### src/rtl/column_carry_normalizer.sv
`timescale 1ns/1ps
// column_carry_normalizer
//
// Sits after the column adder trees of the modular-square datapath. It takes
// NUMCOLS wide column sums (column k weighs 2^(N*k)) and ripples the carries
// through them, COLS_PER_CYCLE columns per clock. The result is NUMCOLS
// normalized N-bit limbs plus the carry out of the top limb.
//
// Ports:
//   clk        clock, all state changes on the rising edge
//   rst_n      asynchronous reset, active low
//   in_valid   col_in holds a valid set of column sums
//   in_ready   block accepts col_in on this edge (only while idle)
//   col_in     NUMCOLS column sums of N+8 bits, index 0 least significant
//   out_valid  limb_out / carry_out hold a finished result
//   out_ready  consumer takes the result on this edge
//   limb_out   NUMCOLS normalized N-bit limbs, index 0 least significant
//   carry_out  carry out of the top limb, never above 256
module column_carry_normalizer #(
   parameter int N              = 16,
   parameter int NUMCOLS        = 8,
   parameter int COLS_PER_CYCLE = 2
) (
   input  logic                          clk,
   input  logic                          rst_n,
   input  logic                          in_valid,
   output logic                          in_ready,
   input  logic [NUMCOLS-1:0][N+7:0]     col_in,
   output logic                          out_valid,
   input  logic                          out_ready,
   output logic [NUMCOLS-1:0][N-1:0]     limb_out,
   output logic [8:0]                    carry_out
);

   localparam int W  = N + 8;
   localparam int NG = NUMCOLS / COLS_PER_CYCLE;
   localparam int GW = (NG > 1) ? $clog2(NG) : 1;
   localparam int IW = (NUMCOLS > 1) ? $clog2(NUMCOLS) : 1;

   localparam logic [1:0] ST_IDLE = 2'd0;
   localparam logic [1:0] ST_RUN  = 2'd1;
   localparam logic [1:0] ST_DONE = 2'd2;

   logic [1:0]                    state_q, state_d;
   logic [NUMCOLS-1:0][W-1:0]     col_q, col_d;
   logic [NUMCOLS-1:0][N-1:0]     limb_q, limb_d;
   logic [8:0]                    carry_q, carry_d;
   logic [8:0]                    carry_out_q, carry_out_d;
   logic [GW-1:0]                 grp_q, grp_d;

   logic [8:0]                    chain_c;
   logic [W:0]                    sum_t;
   logic [IW-1:0]                 col_idx;

   // Next-state logic. In RUN one group of columns is normalized per clock:
   // each column adds the carry coming out of the column below it, keeps the
   // low N bits as its limb and hands the rest upward. Since N >= 8 the
   // carry handed upward never exceeds 2^8, so a 9-bit carry is enough and
   // the W+1 bit adder cannot overflow.
   always_comb begin
      state_d     = state_q;
      col_d       = col_q;
      limb_d      = limb_q;
      carry_d     = carry_q;
      carry_out_d = carry_out_q;
      grp_d       = grp_q;
      chain_c     = carry_q;
      sum_t       = '0;
      col_idx     = '0;

      case (state_q)
         ST_IDLE: begin
            if (in_valid) begin
               col_d   = col_in;
               carry_d = '0;
               grp_d   = '0;
               state_d = ST_RUN;
            end
         end

         ST_RUN: begin
            for (int i = 0; i < COLS_PER_CYCLE; i++) begin
               col_idx         = IW'(int'(grp_q) * COLS_PER_CYCLE + i);
               sum_t           = {1'b0, col_q[col_idx]} + {{N{1'b0}}, chain_c};
               limb_d[col_idx] = sum_t[N-1:0];
               chain_c         = sum_t[W:N];
            end
            carry_d = chain_c;
            if (grp_q == GW'(NG - 1)) begin
               carry_out_d = chain_c;
               state_d     = ST_DONE;
            end else begin
               grp_d = grp_q + GW'(1);
            end
         end

         ST_DONE: begin
            if (out_ready) begin
               state_d = ST_IDLE;
            end
         end

         default: state_d = ST_IDLE;
      endcase
   end

   // State registers. Reset wipes everything, including any operand that
   // was half way through normalization.
   always_ff @(posedge clk or negedge rst_n) begin
      if (!rst_n) begin
         state_q     <= ST_IDLE;
         col_q       <= '0;
         limb_q      <= '0;
         carry_q     <= '0;
         carry_out_q <= '0;
         grp_q       <= '0;
      end else begin
         state_q     <= state_d;
         col_q       <= col_d;
         limb_q      <= limb_d;
         carry_q     <= carry_d;
         carry_out_q <= carry_out_d;
         grp_q       <= grp_d;
      end
   end

   assign in_ready  = (state_q == ST_IDLE);
   assign out_valid = (state_q == ST_DONE);
   assign limb_out  = limb_q;
   assign carry_out = carry_out_q;

endmodule

### config.mk
export PLATFORM = sky130hd
export DESIGN_NAME = column_carry_normalizer
export DESIGN_NICKNAME = d
export VERILOG_FILES = /design/src/rtl/column_carry_normalizer.sv
export SDC_FILE = /design/constraint.sdc
export NUM_CORES = 1
export LEC_CHECK = 0
export CAP_MARGIN = 20
export CORE_MARGIN = 4
export CORE_UTILIZATION = 25
export CTS_BUF_LIST = sky130_fd_sc_hd__clkbuf_4
export DETAILED_ROUTE_END_ITERATION = 10
export DONT_BUFFER_PORTS = 1
export GPL_TIMING_DRIVEN = 0
export PLACE_DENSITY = 0.41
export SETUP_SLACK_MARGIN = 0.2
export SYNTH_ARGS = -nofsm -noshare
export SYNTH_HDL_FRONTEND = slang
export SYNTH_SLANG_ARGS = --single-unit
### constraint.sdc
create_clock -name clk -period 16.4 [get_ports clk]
set_input_delay 3.28 -clock clk [delete_from_list [all_inputs] [get_ports clk]]
set_output_delay 3.28 -clock clk [all_outputs]
set_load 0.1 [all_outputs]
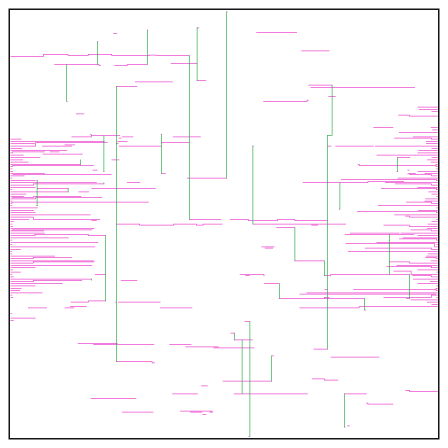
**Above:** metal layers overlaid.
Two of the layers only.
color	layer	wire length
magenta	met3	5010 um
green	met4	1000 um

==> out/metrics.cfg <==
[final_layout]
combGateArea_um2 = 6128
largest_reg_flops = 192
top_register = col_q
largest_class = flip-flops and latches
comb.multi_input.count = 1092
clock_area_frac = 0.07077
lay_top_count = nand2_1
nNetsFinal = 1851
fillers = 6337
final_cell_count_no_fill = 2479
final-seq-area_um2 = 8558
comb_share = 0.3537

[synthesis]
fp_nets = 1747
syn_area_per_cell_um2 = 9.883
ff_type = dfrtp_1
yosys-top-cells-count = nand2_1 (714), dfrtp_1 (342), o21ai_0 (126)
yosysTopAreaCell = dfrtp_1
syn-cell-area_um2 = 15090
synthDistinctLibCells = 59
synthArstFlopShare = 1.000
adder_share = 0.02089

[placement]
detailed_place_hpwl_um = 41980
placed_area_um2 = 16090

[grt]
antenna_found_initial = 8
busiest_layer = met2
grt_pass1_vias = 12030
grtUsageMet2 = 0.2766
grt_pass1_wl_um = 81280

[final_timing]
finalClockPeriodUsage = 0.4718
setup_slack_ns = 8.662
tns_ns = 0
drv_slew = 0
setup_viol_count_final = 0

[clock_tree]
cts_sinks = 342
ctsResizeCount = 0
clk_latency_ns = 0.88

[critical_path]
cp-endpoint = limb_out[122]
crit_start = grp_q[1]
critPathArrivalTime_ns = 8.42
critical-path-top-delay-family = AND-OR/OR-AND gates
regToRegStartpoint = grp_q[1]
reg2reg_setup_slack_ns = 8.66
required_ns = 17.08
cp_slowest_cell = buf_1
max_stage_delay_ns = 0.75

[status]
status = finished clean

[route]
dr_wl_met3_um = 5005
ant_nets = 0
top_layer = met5

[min_path]
hold_path.class = flip-flop to flip-flop

[floorplanning]
core_um2 = 59350
dieArea_um2 = 64360

[run]
drv_cap = 0

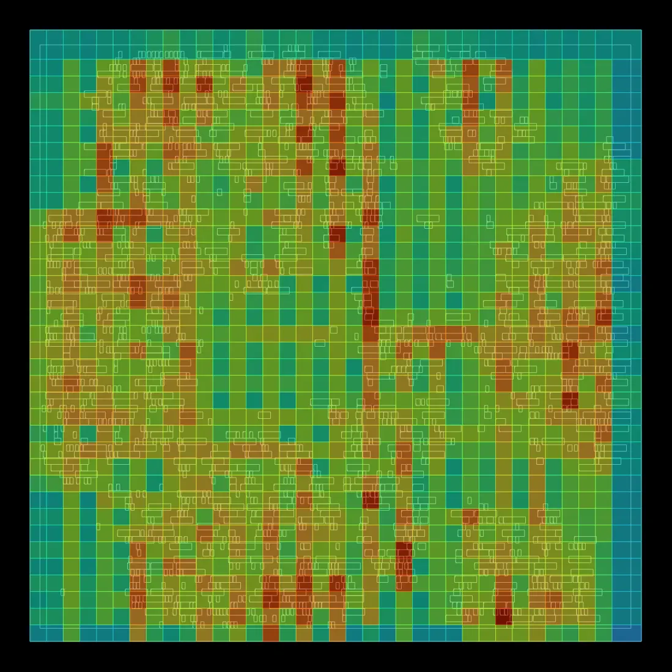
**Above:** routing congestion.
GRT Total Usage: 0.1724
WL/cell: 22.36 um

